Figure 1. Signal wires on met1 (run 1).
Supply wires on this layer in gray.
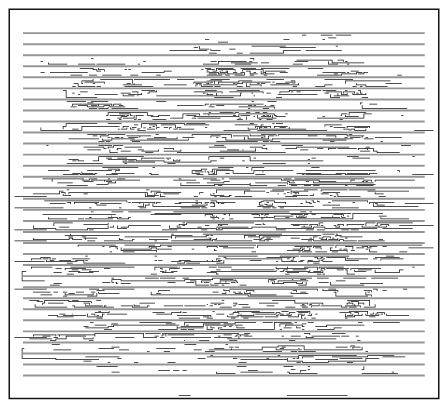
Figure 2. Metal 2 (run 1).
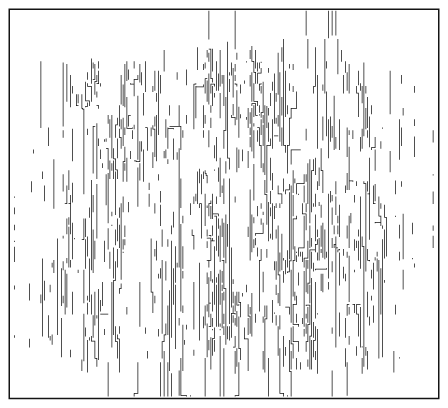
Figure 3. M3 wires (run 1).
Scale bar: 20 um.
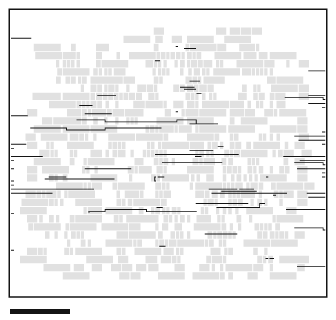
Figure 4. Clock nets (run 1).
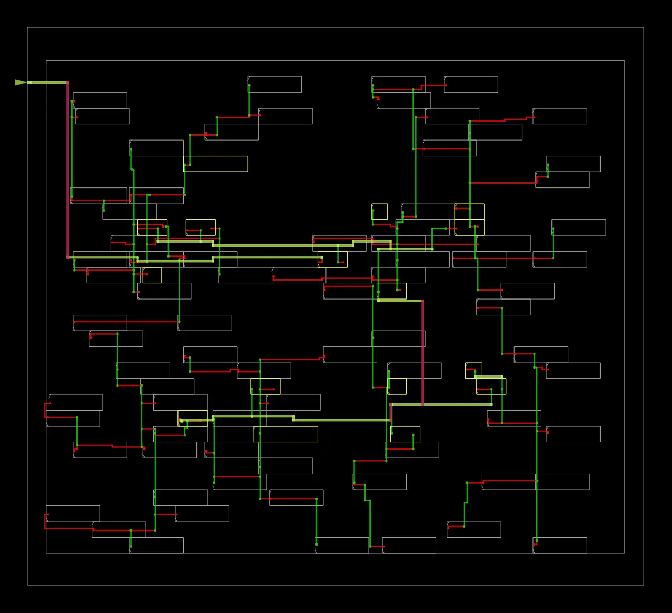
Design uart_to_ram, sky130hd; sources not shown.
==> summary.txt, run 1 <==
Notes on the physical design

The run finished with clean final reports. TritonCTS built the clock tree. For this run, the script counts the antenna cells in the layout as 0. The timing report notes that buffer and inverter cells on the critical path total 1.

The maximum fanout along the worst path is 4. The max-cap check violation count is 0. The chip area in the Yosys report is 4000 um2. The number of antenna violations at the first check in global routing is 0. The register cell area after layout is 1950 um2. The period utilization is 84.1%. The region available for standard cell placement spans 8340 um2.

Entering global routing, the biggest net connects 53 pins. The final hold slack is 0.0116 ns. The reported leakage power is 2.44 nW.

Multiplexer cells account for 0.938% of the synthesized area. The final instance count without filler cells is roughly 680. Looking at the clock tree report, the H-tree level count equals 3. The cell-mix breakdown from Yosys lists the compound-gate area share as 11.1%. The layout report lists the multi-input gate area as 1730 um2.

The detail route stage leaves a number of antenna-violating nets equal to 0. The clock tree root buffer cell is clkbuf_8. In this run the core area contains 31 standard-cell rows. The measured slew at the worst slew-check pin is 0.549 ns. The number of input and output port buffers inserted is roughly 55. The total die size is ~10000 um2.

The routed length per instance is 13.9 um. The maximum resistive drop on vdd is 0.359 mV. Summing the sequential cell areas from Yosys gives 48.8% of the chip area.

After filler insertion, the fill cell instance count of the layout stands at 732.
## Picture notes: Figure 1
nets with wire on the layer: 550
longest straight run: 48.3 um
wire length on this layer: 4680 um
met1 GRT Util: 28.0%
total via count in the routed design: 3488
Total Routed Length: 9450 um

## Picture notes: Figure 2
nets with wire on the layer: 489
wire length on this layer: 4040 um
longest straight run: 35.7 um
fraction of met2 tracks used by global routing: 30.4%

## Picture notes: Figure 3
share of all routed wire: 6.2%
wire length on this layer: 590 um
longest straight run: 27.6 um
nets with wire on the layer: 61
main direction: horizontal
met3 Resource Use GR: 6.03%

## Picture notes: Figure 4
clock buffer count from CTS: 9
clock latency on the worst-skew pair: 0.36 ns

[run 1: layer usage]
| layer | share of wire (%) | vias to the layer above |
|---|---|---|
| li1 | - | 1734 |
| met1 | 49 | 1637 |
| met2 | 43 | 103 |
| met3 | 6.2 | 14 |
| met4 | 1.5 | 0 |
| met5 | 0 | - |
[run 1: metrics by stage]
step                      setup TNS, ns  setup WS (ns)
final                                 0          0.366
after global routing                  0          0.216
after CTS                             0          0.352
after detailed placement              0          0.109
after global placement          -157.04          -2.04
after floorplan                       0          0.693
[run 1: kinds of logic after synthesis]
logic type / after synthesis
mux: 3
flops: 78
buf+inv: 73
compound gates: 84
fa+ha+maj: 5
simple gates: 240
xor+xnor: 9
[run 1: cell type report]
cell class / instances / share of cell area [%]
tap: 115 / 2.91
timing repair buffer: 56 / 11.6
inverter: 61 / 4.73
buffer: 12 / 1.59
clock inverter: 6 / 1.87
clock buffer: 10 / 2.78
multi-input combinational: 341 / 35.0
sequential: 78 / 39.5
[run 1: cells in the mapped netlist]
cell,number,area [um2]
inv_2,3,11.3
a21oi_1,20,100
a22oi_1,2,15.0
a21oi_2,1,8.76
inv_4,2,12.5
buf_2,3,15.0
nand2_2,6,37.5
nor4_1,1,6.26
nor2_4,3,33.8
o22ai_1,1,6.26
clkbuf_1,2,7.51
nor2_2,6,37.5
buf_6,3,33.8
nor2_8,1,20.0
o21ai_1,11,55.1
nor3b_2,1,12.5
and3_1,1,6.26
ha_1,5,62.6
nand3_1,43,215
o211ai_1,3,22.5
nor2_1,39,146
nand4_1,5,31.3
a31oi_1,6,37.5
nand2_4,1,11.3
nand3_4,1,17.5
dfrtp_1,76,1900
nand3_2,2,20.0
nor3_4,1,16.3
mux2_4,1,15.0
o21ai_0,40,200
buf_1,2,7.51
inv_1,56,210
xor2_1,6,52.6
buf_4,2,15.0
dfstp_2,2,52.6
nand2_1,126,473
nor3_2,1,10.0
mux2_2,2,22.5
nand3b_1,2,15.0
xnor2_1,3,26.3
[run 1: where the power goes]
part	internal, mW	switching (mW)	total [mW]	leakage (nW)
Sequential	1.41	0.0378	1.45	0.983
Clock	0.646	0.545	1.19	0.109
Combinational	0.122	0.176	0.298	1.35
[run 1: cell usage in the layout, fill, tap and decap left out, types with 3 or more instances in the layout]
| master | instances |
|---|---|
| inv_2 | 3 |
| buf_4 | 3 |
| buf_6 | 3 |
| a21oi_1 | 20 |
| ha_1 | 5 |
| nand2_1 | 126 |
| clkdlybuf4s50_1 | 54 |
| o21ai_0 | 40 |
| clkbuf_8 | 10 |
| o211ai_1 | 3 |
| nand3_1 | 43 |
| inv_1 | 56 |
| o21ai_1 | 11 |
| nand2_2 | 6 |
| xnor2_1 | 3 |
| buf_2 | 3 |
| xor2_1 | 6 |
| nor2_2 | 6 |
| a31oi_1 | 6 |
| nand4_1 | 5 |
| dfrtp_1 | 76 |
| nor2_4 | 3 |
| nor2_1 | 39 |
==> run 1 -> run 2 <==
Settings changed: ABC_CLOCK_PERIOD_IN_PS 2300 to 1650.
Clock period 2.3 ns to 1.65 ns, I/O delays scaled along.
Figure 5. Signal wires on met1 (run 2).
Supply wires on this layer in gray.
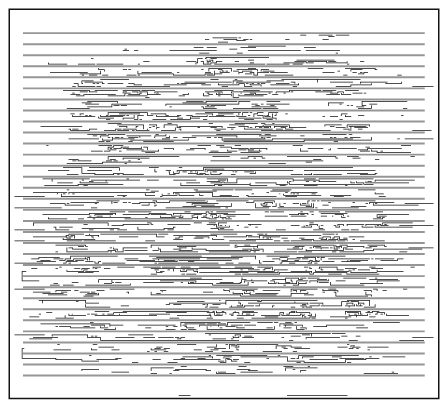
share of all routed wire: 44%
longest straight run: 36.8 um
main direction: horizontal
nets with wire on the layer: 582
wire length on this layer: 4990 um
met1 GRT Util: 30.0%
Total Routed Length: 11200 um
total via count in the routed design: 3800

==> summary.txt, run 2 <==
Notes on the physical design

The run finished, with violations left. The checks that failed: setup timing. The synthesis report gives the async set-or-reset register share as 100%.

Per the cell usage report, the commonest logic cells after layout are 112 x nand2_1, 76 x dfrtp_1, 50 x inv_1. The area occupied by multi-input gates is 1980 um2. The register cell area after layout is ~2000 um2. At the placement stage, the worst setup path has a slack of -0.411 ns. Row generation in the floorplan step produced 31 rows. Among all cell types in the netlist, the one instantiated most often is nand2_1. The core area is 8340 um2. The most frequent logic cell in the layout is nand2_1.

The chip area in the Yosys report is 4000 um2. Per the placement log, port buffering inserted 55 buffers. The number of antenna diodes is 0. After synthesis, the most frequently instantiated cells are 126 x nand2_1, 76 x dfrtp_1, 56 x inv_1, 43 x nand3_1, 40 x o21ai_0. The cell sitting at the root of the clock tree is a clkbuf_8. The most frequently used flop master after synthesis is dfrtp_1.

The overall die size recorded for this design is 10100 um2. Counting flops with a built-in enable in the synthesized netlist gives 0. The analysis attributes to cell leakage a power of 2.94 nW. The H-tree level count is 3.

The clock latency at the later pin of the worst-skew pair is 0.36 ns. The largest total area in the synthesized netlist belongs to dfrtp_1. The maximum resistive drop on vdd is ~0.5 mV. In this run the remaining antenna-violating nets after routing total 0. The number of warnings reported in the yosys synthesis log is 0.

STA shows the worst reg2reg path with a cell count of 12. The number of instances in the synthesized netlist is just under 500. Of the synthesized area, sequential elements account for 48.8%. The largest net degree at the start of global routing is 53. The number of antenna violations at the first check in global routing was 0. The number of fill cells in the layout is 641. The share of Yosys cell area claimed by the top area cell type is 47.5%.

The max-cap check violation count is 0. Across all setup checks in the final design, the least slack found is -0.122 ns. The period utilization is 107%. Endpoints with negative setup slack in the final report add up to 50. Along the worst path, the maximum fanout reaches 5. In this run, CTS created clock tree buffers numbering 9. At the pin with the least slew margin, the transition time is 0.465 ns.
run 2: cell counts after synthesis:
Identical to the previous run, type by type.
run 2: metal layers:
layer	up-vias	wire length [um]	share of wire (%)	track usage, %
met5	-	0	0	0
met4	0	285	2.5	7.43
met3	31	793	7.1	5.82
met2	150	5180	46	36.1
met1	1814	4990	44	30.0
li1	1805	-	-	-
run 2: power breakdown:
part	total (mW)	internal [mW]	switching, mW
Clock	1.67	0.901	0.765
Sequential	2.02	1.97	0.0542
Combinational	0.478	0.191	0.287
Total	4.16	3.06	1.11
run 2: kinds of logic (layout without fill, tap and decap cells):
| kind of cell | after synthesis | after routing | synth area share, % |
|---|---|---|---|
| AND/OR/NAND/NOR | 240 | 240 | 27.7 |
| flip-flops | 78 | 78 | 48.8 |
| AND-OR/OR-AND | 84 | 84 | 11.1 |
| multiplexers | 3 | 3 | 0.938 |
| buffers and inverters | 73 | 183 | 7.82 |
| XOR/XNOR | 9 | 9 | 1.97 |
| adder cells (fa/ha/maj) | 5 | 5 | 1.56 |
run 2: final cells by class:
type,count,share of cell area (%)
plain buffers,12,2.53
clock buffers,10,2.42
clock inverters,6,1.63
inverters,61,4.20
multi-input cells,341,34.8
flip-flops and latches,78,34.3
well taps,115,2.53
repair buffers,94,17.5
run 2: stage by stage:
stage / util [%] / std cells / hold WS [ns] / TNS (ns)
after CTS: 65.6 / 709 / 0.368 / -2.34
final: 68.2 / 717 / 0.367 / -2.85
after detailed placement: 56.6 / 663 / 0.280 / -13.12
after global placement: 56.3 / 662 / 0.346 / -207.26
after floorplan: - / 492 / 0.0344 / 0
after global routing: 68.2 / 717 / 0.367 / -7.68
run 2: timing repair:
item,in CTS,in global routing
cloned,6,1
resized,107,54
setup endpoints to repair,101,72
pin swaps,16,14
hold buffers,1,0
hold endpoints to repair,26,0
setup buffers,23,9
run 2: worst max-delay path: cells and delay by family, from the launching register on:
| kind | cells | cell delay, ns |
|---|---|---|
| AND/OR/NAND/NOR | 5 | 0.51 |
| flip-flops | 1 | 0.39 |
| buffers and inverters | 5 | 0.54 |
| adder cells (fa/ha/maj) | 1 | 0.14 |
| AND-OR/OR-AND | 1 | 0.06 |
Power figures rest on the tool's default switching activity, not on a simulated workload.
